$ cat src/rtl/tx_4b.sv
// Transmit stage of the 4-bit SPI-style link: takes result words over valid/ready
// and returns them to the host one nibble per spi_clk, most-significant nibble first.
module tx_4b #(
  parameter int NIBBLES = 4
) (
  input  logic                 clk,
  input  logic                 rst,
  input  logic                 spi_clk,
  input  logic                 spi_r,
  input  logic [4*NIBBLES-1:0] res_data,
  input  logic                 res_valid,
  output logic                 res_ready,
  output logic [3:0]           miso,
  output logic                 tx_busy,
  output logic                 tx_done
);

  localparam int W  = 4 * NIBBLES;
  localparam int CW = (NIBBLES > 1) ? $clog2(NIBBLES) : 1;
  localparam logic [CW-1:0] LAST = CW'(NIBBLES - 1);

  typedef enum logic [1:0] {
    ST_EMPTY  = 2'd0,
    ST_LOADED = 2'd1,
    ST_SHIFT  = 2'd2
  } state_t;

  state_t          r_state;
  logic            r_hold_valid;
  logic [W-1:0]    r_hold;
  logic [W-1:0]    r_frame;
  logic [CW-1:0]   r_cnt;
  logic            r_spi_clk_prev;
  logic            r_tx_done;

  logic            w_fall;
  logic            w_accept;
  logic [3:0]      w_nib;

  assign w_fall    = r_spi_clk_prev & ~spi_clk;
  assign w_accept  = res_valid & ~r_hold_valid;
  assign res_ready = ~r_hold_valid;
  assign tx_busy   = (r_state != ST_EMPTY);
  assign tx_done   = r_tx_done;

  // Index mux rather than a shifter, so an aborted read can restart from nibble 0.
  always_comb begin
    w_nib = 4'h0;
    for (int i = 0; i < NIBBLES; i++) begin
      if (r_cnt == CW'(i)) w_nib = r_frame[W-1-4*i -: 4];
    end
  end

  assign miso = (r_state == ST_EMPTY) ? 4'h0 : w_nib;

  always_ff @(posedge clk or posedge rst) begin
    if (rst) begin
      r_state        <= ST_EMPTY;
      r_hold_valid   <= 1'b0;
      r_hold         <= '0;
      r_frame        <= '0;
      r_cnt          <= '0;
      r_spi_clk_prev <= 1'b0;
      r_tx_done      <= 1'b0;
    end else begin
      r_spi_clk_prev <= spi_clk;
      r_tx_done      <= 1'b0;

      // Accept and promote are mutually exclusive: one needs the holding register empty, the other full.
      if (w_accept) begin
        r_hold       <= res_data;
        r_hold_valid <= 1'b1;
      end

      case (r_state)
        ST_EMPTY: begin
          if (r_hold_valid) begin
            r_frame      <= r_hold;
            r_hold_valid <= 1'b0;
            r_cnt        <= '0;
            r_state      <= ST_LOADED;
          end
        end
        ST_LOADED: begin
          if (spi_r) r_state <= ST_SHIFT;
        end
        ST_SHIFT: begin
          if (!spi_r) begin
            r_state <= ST_LOADED;
            r_cnt   <= '0;
          end else if (w_fall) begin
            if (r_cnt == LAST) begin
              r_state   <= ST_EMPTY;
              r_cnt     <= '0;
              r_tx_done <= 1'b1;
            end else begin
              r_cnt <= r_cnt + CW'(1);
            end
          end
        end
        default: r_state <= ST_EMPTY;
      endcase
    end
  end

endmodule

$ cat config.mk
export PLATFORM = sky130hd
export DESIGN_NAME = tx_4b
export DESIGN_NICKNAME = d
export VERILOG_FILES = /design/src/rtl/tx_4b.sv
export SDC_FILE = /design/constraint.sdc
export NUM_CORES = 1
export LEC_CHECK = 0
export ABC_AREA = 1
export CORE_AREA = 2 2 86 67
export DETAILED_ROUTE_END_ITERATION = 10
export DIE_AREA = 0 0 88 69
export GPL_TIMING_DRIVEN = 0
export SLEW_MARGIN = 15
export SYNTH_ARGS = -nofsm -noshare
export SYNTH_HDL_FRONTEND = slang
export SYNTH_SLANG_ARGS = --single-unit
export TNS_END_PERCENT = 100
$ cat constraint.sdc
create_clock -name clk -period 1.7 [get_ports clk]
set_clock_uncertainty 0.1 [all_clocks]
set_input_delay 0.17 -clock clk [delete_from_list [all_inputs] [get_ports clk]]
set_output_delay 0.17 -clock clk [all_outputs]
set_load 0.005 [all_outputs]
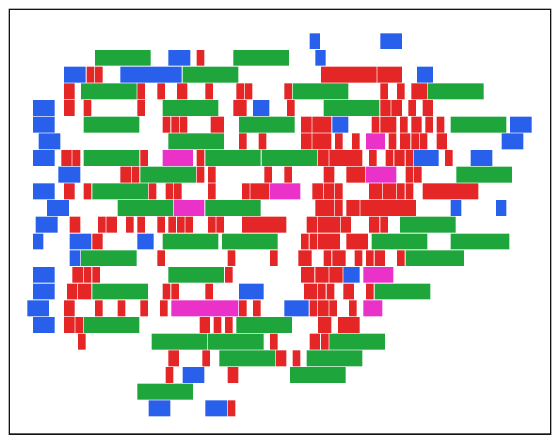
Fig. 1. Cell classes on the final placement (run 1).
color	class	cells	share of their area
blue	remaining buffers and delay cells	37	15%
green	sequential cells	39	42%
magenta	clock drivers and dummy loads	8	5.0%
red	combinational and other logic	167	37%

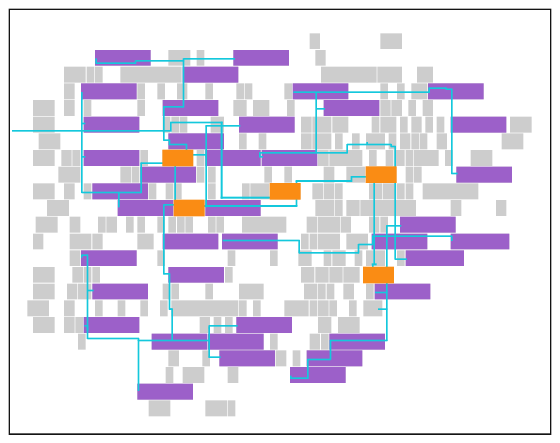
Fig. 2. Clock distribution (run 1).
[cyan] clock wires | length: 510 um
[orange] clock drivers | count: 5
[purple] flip-flops | count: 39
routed clock nets	6

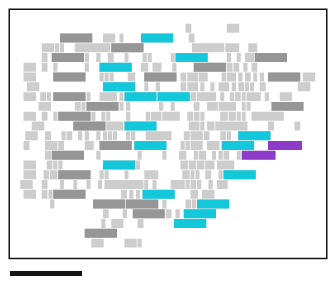
Fig. 3. Sequential cells colored by netlist name (run 1).
The bar under the picture is 20 um long. Other sequential cells in the stronger gray, the rest of the logic in the fainter gray.
color	netlist name	placed flops
cyan	`r_frame`	16
purple	`r_cnt`	2

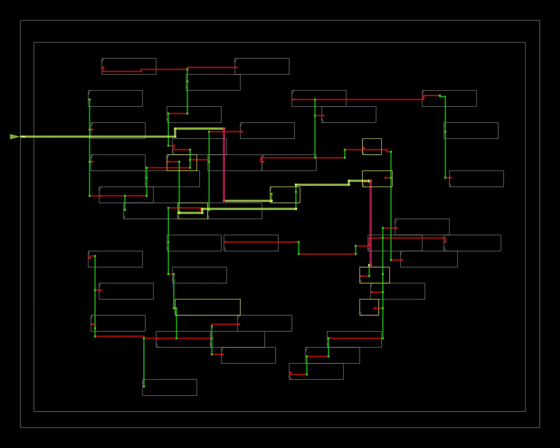
Fig. 4. Clock wiring as the flow saved it (run 1).
Power Clock: 800 uW
CTS Sinks: 39
clock buf count: 5
CTS buffer count: 5
Insertion Delay late pin: 0.29 ns

==> reports/results.ini, run 1 <==
[status]
status=finished with violations
failed_checks=setup timing

[final_layout]
area_delta_synth_final_pct=34.79
lay_top_count=nand2_1
dominant-cell-class=registers
regArea_um2=978.4
seq_share_pct=40.77
n_all_inverters=21
comb_area_um2=770.7
top_regs=r_frame: 16 flops, r_hold: 16 flops
fin_nets=275
flops=39
comb_cells=146
design_area_mm2=0.002400
num_antenna_cells=0
fillers=539
buffer_area_share_pct=14.55
buffers=37
clockNetworkAreaShare_pct=4.849
mostFrequentLayoutCells=nand2_1, dfrtp_1, clkdlybuf4s50_1
comb_area_share_pct=32.12

[grt]
grtUsageMet3_pct=4.431
met1_usage_pct=20.40
met2_usage_pct=20.62
track_usage_pct=14.08
globalRoute.totalOverflow=0
antenna_found_initial=0
grt.busiest_layer=met2
grt_first_pass_wirelength_mm=6.651
grt_pass1_vias=1408

[critical_path]
crit_buf_inv=2
path_class=reg2out
crit_end=miso[2]
max_stage_delay_ns=0.47
crit_family=flip-flops
r2r_cells=6
crit_cells=6
r2r-end=r_hold[5]
crit_required_ns=1.43
worst-path-max-fanout=5
slowest_stage=dfrtp_2
cp-startpoint=r_cnt[0]
regToRegSetupSlack_ns=0.20
reg2reg_from=r_hold_valid
path_cells=buf_6 > ha_4 > nand2_1 > nand3_2 > a21oi_2 > buf_2

[synthesis]
adder_share_pct=2.811
synth-async-reset-ratio_pct=100.0
flop_cell=dfrtp_1
yosys.area_share.simple_pct=28.53
synthDistinctLibCells=19
syn_area_per_cell_um2=8.398
synth-seq-area-share_pct=54.81
mux_share_pct=0
xor_share_pct=0
ys_area_mm2=0.001780
topCombFamilyByArea=simple AND/OR/NAND/NOR gates
ys_cells=212
synth_area_leader_cell=dfrtp_1
synth-edff-count=0
yosys.area_share.aoi_pct=6.746
syn_inst=212
top_area_share_pct=54.81
ys.warnings.count=0
top_cell=nand2_1
synthesis.area_mm2=0.001780
common_cells=nand2_1, dfrtp_1, nand3_1

[min_path]
hold_path.class=in2async

[timing]
hold_slack_ns=0.07182
slew_violations=0
slew_headroom_pct=73.60
max_freq_mhz=561.4
setup_slack_ns=-0.08123
min_period_ns=1.781
worstMarginPinSlew_ns=0.3955
period_used_pct=104.8
setup-tns-final_ns=-0.2371
finalHoldViolations=0
grt_setup_unrepaired=true
setup_viol=4

[die]
rows=23
die_x_um=88
taps=75
core_area_mm2=0.005209
dieArea_mm2=0.006072
fp.dieH_um=69

[route]
drt-pass1-iter-count=4
vias_per_cell=4.399
drtIter0Drc=84
vias=1434
dr_wl_met3_um=212
drcViolationCount=0
drtAntennaViolNets=0
top_layer_used=met4
m1WireLength_mm=1.977
wire_per_inst_um=11.96

[power_and_ir_drop]
p_sw_mw=1.606
p_total_mw=4.130
pwr-share-comb_pct=41.9
p_sw_share_pct=38.89
maxPowerGroup=combinational logic
power.leakage_nw=1.181
pwr-share-clk_pct=19.4
ir_drop_uv=575.0
p_seq_mw=1.60
p_int_mw=2.524

[flow_run]
warnings=31
cap_violations=0

[place]
port-buffer-count=26
dpl.hpwl_mm=2.686
dp_slack_ns=-0.2485
placed_area_mm2=0.002162
dpl.cell_count=314
routabilityCongestion=0.7652

[cts]
cts.reportedPaths.clkPinSlew_ns=0.08
clockBufferDepth=2
post-cts-setup-buffers=3
root_buffer=clkbuf_8
cts_max_level=2
cts_tree=built
cts_resized=40

## Run 2: what changed since run 1
CORE_AREA = 2 2 69 54   (was 2 2 86 67)
DIE_AREA = 0 0 71 56   (was 0 0 88 69)
PLACE_DENSITY = 0.8   (was default)
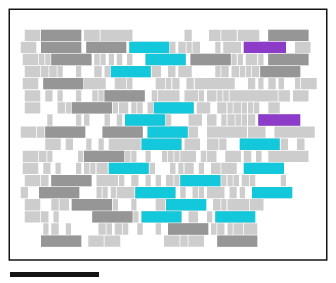
Fig. 5. Sequential cells colored by netlist name (run 2).
The bar under the picture is 20 um long. Other sequential cells in the stronger gray, the rest of the logic in the fainter gray.
color	netlist name	placed flops
purple	`r_cnt`	2
cyan	`r_frame`	16
not colored	21

==> run 2 against run 1 <==
Against the previous run:
- the run still ends with setup timing left
- global-route usage increased by 9.3 points
- first-iteration DRC count increased by 31%
- final area decreased by 1.8%
- non-clock buffer count unchanged
- setup slack got worse by 0.021 ns
- sequential power about the same
- die size decreased by 35%
- synthesized area unchanged
- core utilization increased by 26 points
- critical path type unchanged
==> reports/results.ini, run 2 <==
[status]
status=finished with violations  ; unchanged
failed_checks=setup timing  ; unchanged

[route]
dr_wl_met3_um=232  ; was 212 um
wl_mm=4.185  ; was 3.898 mm
m1WireLength_mm=1.848  ; was 1.977 mm
drt-pass1-iter-count=4  ; unchanged
met2WireLength_mm=2.052  ; was 1.682 mm
drtIter0Drc=110  ; was 84
vias_per_cell=5.262  ; was 4.399
vias=1526  ; was 1434
drcViolationCount=0  ; unchanged
wire_per_inst_um=14.43  ; was 11.96 um
drtAntennaViolNets=0  ; unchanged
top_layer_used=met4  ; unchanged

[synthesis]
synth-seq-area-share_pct=54.81  ; unchanged
yosys.area_share.simple_pct=28.53  ; unchanged
mux_share_pct=0  ; unchanged
ys_cells=212  ; unchanged
syn_inst=212  ; unchanged
common_cells=nand2_1, dfrtp_1, nand3_1  ; unchanged
top_cell=nand2_1  ; unchanged
synth-edff-count=0  ; unchanged
synth-async-reset-ratio_pct=100.0  ; unchanged
yosys.area_share.aoi_pct=6.746  ; unchanged
top_area_share_pct=54.81  ; unchanged
syn_area_per_cell_um2=8.398  ; unchanged
xor_share_pct=0  ; unchanged
area_leaders=dfrtp_1, nand2_1, nand3_1  ; unchanged
ys.warnings.count=0  ; unchanged
synth_area_leader_cell=dfrtp_1  ; unchanged
adder_share_pct=2.811  ; unchanged
flop_cell=dfrtp_1  ; unchanged
synth-seq-cells=39  ; unchanged
topCombFamilyByArea=simple AND/OR/NAND/NOR gates  ; unchanged
synthesis.area_mm2=0.001780  ; unchanged
ys_area_mm2=0.001780  ; unchanged
synthDistinctLibCells=19  ; unchanged

[cts]
cts_tree=built  ; unchanged
cts_max_level=2  ; unchanged
clk_latency_ns=0.30  ; was 0.29 ns
cts_resized=46  ; was 40
numCtsBuffers=5  ; unchanged
clockBufferDepth=2  ; unchanged
root_buffer=clkbuf_8  ; unchanged
cts.reportedPaths.clkPinSlew_ns=0.08  ; about the same
clock-sinks=39  ; unchanged
post-cts-setup-buffers=3  ; unchanged

[grt]
grtUsageMet3_pct=5.435  ; was 4.431%
antenna_found_initial=0  ; unchanged
grt_pass1_vias=1531  ; was 1408
track_usage_pct=23.36  ; was 14.08%
met1_usage_pct=30.73  ; was 20.40%
met2_usage_pct=36.58  ; was 20.62%
grt.busiest_layer=met2  ; unchanged
globalRoute.totalOverflow=0  ; unchanged
grt_first_pass_wirelength_mm=7.065  ; was 6.651 mm

[critical_path]
crit_cells=7  ; was 6
regToRegSetupSlack_ns=0.22  ; was 0.20 ns
worst-path-max-fanout=4  ; was 5
reg2reg_from=r_hold_valid  ; unchanged
cp-startpoint=r_cnt[0]  ; unchanged
path_class=reg2out  ; unchanged
crit_buf_inv=2  ; unchanged
crit_end=miso[3]  ; was miso[2]
r2r-end=r_hold[7]  ; was r_hold[5]
path_cells=inv_4 > ha_4 > nand2_2 > nand2_2 > nand3_2 > a21oi_2 > buf_2  ; was buf_6 > ha_4 > nand2_1 > nand3_2 > a21oi_2 > buf_2
crit_family=flip-flops  ; unchanged
max_stage_delay_ns=0.49  ; was 0.47 ns
crit_required_ns=1.43  ; about the same
slowest_stage=dfrtp_2  ; unchanged
start_kind=flip-flop  ; unchanged
r2r_cells=6  ; unchanged

[power_and_ir_drop]
pwr-share-clk_pct=18.6  ; was 19.4%
power_density_mw_per_mm2=1751  ; was 1721 mW/mm^2
p_int_mw=2.479  ; was 2.524 mW
maxPowerGroup=combinational logic  ; unchanged
p_sw_share_pct=39.90  ; was 38.89%
power.leakage_nw=1.173  ; was 1.181 nW
p_sw_mw=1.646  ; was 1.606 mW
p_seq_mw=1.60  ; about the same
p_clk_uw=768  ; was 800 uW
pwr-share-comb_pct=42.6  ; was 41.9%
p_total_mw=4.125  ; was 4.130 mW
ir_drop_uv=1191  ; was 575.0 uV

[flow_run]
cap_violations=0  ; unchanged
warnings=31  ; unchanged

[final_layout]
buffer_area_share_pct=14.60  ; was 14.55%
fin_nets=275  ; unchanged
num_antenna_cells=0  ; unchanged
clkbuf_count=5  ; unchanged
flops=39  ; unchanged
seq_share_pct=41.53  ; was 40.77%
final_core_util_pct=72.15  ; was 46.07%
fillers=255  ; was 539
dominant-cell-class=registers  ; unchanged
comb_area_um2=785.8  ; was 770.7 um^2
comb_area_share_pct=33.35  ; was 32.12%
design_area_mm2=0.002356  ; was 0.002400 mm^2
lay_top_count=nand2_1  ; unchanged
top_regs=r_frame: 16 flops, r_hold: 16 flops  ; unchanged
clockNetworkAreaShare_pct=4.514  ; was 4.849%
area_delta_synth_final_pct=32.33  ; was 34.79%
buffers=37  ; unchanged
regArea_um2=978.4  ; unchanged
mostFrequentLayoutCells=nand2_1, dfrtp_1, clkdlybuf4s50_1  ; unchanged
n_all_inverters=21  ; unchanged
comb_cells=146  ; unchanged

[die]
core_area_mm2=0.003266  ; was 0.005209 mm^2
dieArea_mm2=0.003976  ; was 0.006072 mm^2
die_x_um=71  ; was 88 um
taps=40  ; was 75
pin_count=28  ; unchanged
rows=18  ; was 23
fp.dieH_um=56  ; was 69 um
initCoreUtil_pct=54.52  ; was 34.18%

[timing]
setup_slack_ns=-0.1027  ; was -0.08123 ns
slew_headroom_pct=85.48  ; was 73.60%
finalHoldViolations=0  ; unchanged
min_period_ns=1.803  ; was 1.781 ns
hold_slack_ns=0.06962  ; was 0.07182 ns
worstMarginPinSlew_ns=0.2155  ; was 0.3955 ns
setup_viol=4  ; unchanged
slew_violations=0  ; unchanged
grt_setup_unrepaired=true  ; unchanged
setup-tns-final_ns=-0.3573  ; was -0.2371 ns
period_used_pct=106.0  ; was 104.8%
max_freq_mhz=554.7  ; was 561.4 MHz

[min_path]
hold_path.class=in2reg  ; was in2async
hp-start=res_valid
hold_depth=3
min_to=r_hold[12]

[place]
dp_slack_ns=-0.2187  ; was -0.2485 ns
dpl.hpwl_mm=2.568  ; was 2.686 mm
placed_area_mm2=0.002111  ; was 0.002162 mm^2
port-buffer-count=26  ; unchanged
routabilityCongestion=0.7989  ; was 0.7652
dpl.cell_count=279  ; was 314

## Run 3: what changed since run 2
SLEW_MARGIN = 5   (was 15)
clock period = 2.1 ns   (was 1.7 ns; I/O delays follow)
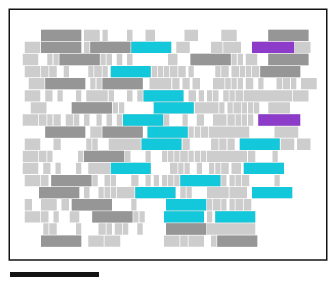
Fig. 6. Sequential cells colored by netlist name (run 3).
The bar under the picture is 20 um long. Other sequential cells in the stronger gray, the rest of the logic in the fainter gray.
color	netlist name	placed flops
cyan	`r_frame`	16
purple	`r_cnt`	2

==> run 3 against run 2 <==
Against the previous run:
- the flow now finishes without violations
- clock-buffer cell count grew 1
- combinational power shrank 29%
- synthesized area is the same
- via count shrank 2.4%
- largest power group is now sequential cells
- critical path depth is the same
- register-to-register slack gained 0.53 ns
- routed wire length shrank 11%
- power shrank 21%
- global-route usage shrank 2.4 points
- clock power shrank 3.6%
- die size is the same
==> reports/results.ini, run 3 <==
[final_layout]
n_all_inverters=21  ; unchanged
comb_area_share_pct=31.47  ; was 33.35%
top_regs=r_frame: 16 flops, r_hold: 16 flops  ; unchanged
buffer_area_share_pct=13.61  ; was 14.60%
seq_share_pct=43.25  ; was 41.53%
flops=39  ; unchanged
clockNetworkAreaShare_pct=5.863  ; was 4.514%
final_core_util_pct=69.27  ; was 72.15%
buffers=33  ; was 37
lay_top_count=nand2_1  ; unchanged
fillers=250  ; was 255
design_area_mm2=0.002262  ; was 0.002356 mm^2
mostFrequentLayoutCells=nand2_1, dfrtp_1, nand3_1  ; was nand2_1, dfrtp_1, clkdlybuf4s50_1
num_antenna_cells=0  ; unchanged
dominant-cell-class=registers  ; unchanged
comb_area_um2=711.9  ; was 785.8 um^2
clkbuf_count=6  ; was 5
fin_nets=271  ; was 275

[route]
wire_per_inst_um=12.95  ; was 14.43 um
vias=1489  ; was 1526
top_layer_used=met4  ; unchanged
dr_wl_met3_um=213  ; was 232 um
m1WireLength_mm=1.728  ; was 1.848 mm
met2WireLength_mm=1.737  ; was 2.052 mm
drcViolationCount=0  ; unchanged
drt-pass1-iter-count=4  ; unchanged
drtIter0Drc=47  ; was 110
drtAntennaViolNets=0  ; unchanged
vias_per_cell=5.188  ; was 5.262
wl_mm=3.718  ; was 4.185 mm

[critical_path]
regToRegSetupSlack_ns=0.75  ; was 0.22 ns
slowest_stage=dfrtp_2  ; unchanged
r2r-end=r_hold[15]  ; was r_hold[7]
crit_end=miso[0]  ; was miso[3]
crit_buf_inv=3  ; was 2
cp-startpoint=r_cnt[1]  ; was r_cnt[0]
r2r_cells=5  ; was 6
crit_required_ns=1.79  ; was 1.43 ns
crit_cells=7  ; unchanged
reg2reg_from=r_hold_valid  ; unchanged
worst-path-max-fanout=5  ; was 4
start_kind=flip-flop  ; unchanged
max_stage_delay_ns=0.45  ; was 0.49 ns

[synthesis]
xor_share_pct=0  ; unchanged
synth-seq-area-share_pct=54.81  ; unchanged
yosys.area_share.aoi_pct=6.746  ; unchanged
syn_inst=212  ; unchanged
topCombFamilyByArea=simple AND/OR/NAND/NOR gates  ; unchanged
adder_share_pct=2.811  ; unchanged
synth-seq-cells=39  ; unchanged
mux_share_pct=0  ; unchanged
top_area_share_pct=54.81  ; unchanged
flop_cell=dfrtp_1  ; unchanged
syn_area_per_cell_um2=8.398  ; unchanged
top_cell=nand2_1  ; unchanged
yosys.area_share.simple_pct=28.53  ; unchanged
synth_area_leader_cell=dfrtp_1  ; unchanged
ys_cells=212  ; unchanged
synthDistinctLibCells=19  ; unchanged
ys_area_mm2=0.001780  ; unchanged
common_cells=nand2_1, dfrtp_1, nand3_1  ; unchanged
synth-async-reset-ratio_pct=100.0  ; unchanged
ys.warnings.count=0  ; unchanged

[power_and_ir_drop]
pwr-share-clk_pct=22.6  ; was 18.6%
p_clk_uw=740  ; was 768 uW
p_total_mw=3.269  ; was 4.125 mW
p_sw_mw=1.206  ; was 1.646 mW
pwr-share-comb_pct=38.2  ; was 42.6%
ir_drop_uv=816.2  ; was 1191 uV
p_sw_share_pct=36.89  ; was 39.90%
maxPowerGroup=sequential cells  ; was combinational logic

[cts]
cts_tree=built  ; unchanged
clockBufferDepth=2  ; unchanged
cts.reportedPaths.clkPinSlew_ns=0.08  ; about the same
root_buffer=clkbuf_8  ; unchanged
post-cts-setup-buffers=1  ; was 3
clock-sinks=39  ; unchanged
cts_max_level=2  ; unchanged
numCtsBuffers=5  ; unchanged
clk_latency_ns=0.30  ; about the same

[status]
status=complete, no violations  ; was finished with violations

[place]
dp_slack_ns=0.1376  ; was -0.2187 ns
dpl.hpwl_mm=2.563  ; was 2.568 mm
routabilityCongestion=0.7989  ; unchanged
placed_area_mm2=0.002091  ; was 0.002111 mm^2

[flow_run]
cap_violations=0  ; unchanged
warnings=29  ; was 31

[timing]
finalHoldViolations=0  ; unchanged
min_period_ns=2.025
grt_setup_unrepaired=false  ; was true
worstMarginPinSlew_ns=0.7894  ; was 0.2155 ns
period_used_pct=96.43
hold_slack_ns=0.1161  ; was 0.06962 ns
setup_viol=0  ; was 4
max_freq_mhz=493.8
slew_headroom_pct=47.29  ; was 85.48%
slew_violations=0  ; unchanged

[min_path]
min_to=r_hold[12]  ; unchanged
hold_path.class=in2reg  ; unchanged
hold_depth=3  ; unchanged

[grt]
met2_usage_pct=33.38  ; was 36.58%
grt.busiest_layer=met2  ; unchanged
grt_pass1_vias=1429  ; was 1531
globalRoute.totalOverflow=0  ; unchanged
met1_usage_pct=28.08  ; was 30.73%
grt_first_pass_wirelength_mm=6.465  ; was 7.065 mm
antenna_found_initial=0  ; unchanged
track_usage_pct=20.98  ; was 23.36%

[die]
pin_count=28  ; unchanged
fp.dieH_um=56  ; unchanged
taps=40  ; unchanged
die_x_um=71  ; unchanged
dieArea_mm2=0.003976  ; unchanged
rows=18  ; unchanged


==> layout pictures side by side <==
Drive-strength map.
The bar under the picture is 20 um long.
image #1
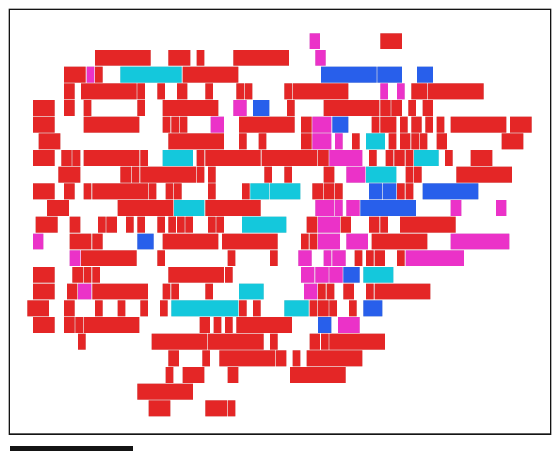
image #2
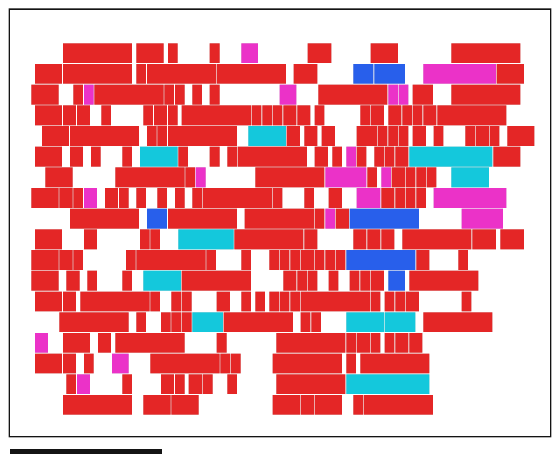
Of these, largest die: image #1
Image #2 is run 3.
Image #1 is run 1.

Key to image #2:
color	size	cells	share
blue	_3 and _4 cells	6	2.4%
cyan	_6 and larger	10	4.0%
magenta	_2 cells	18	7.3%
red	_0 and _1 cells	213	86%

Power is estimated from default activity; no workload was simulated.
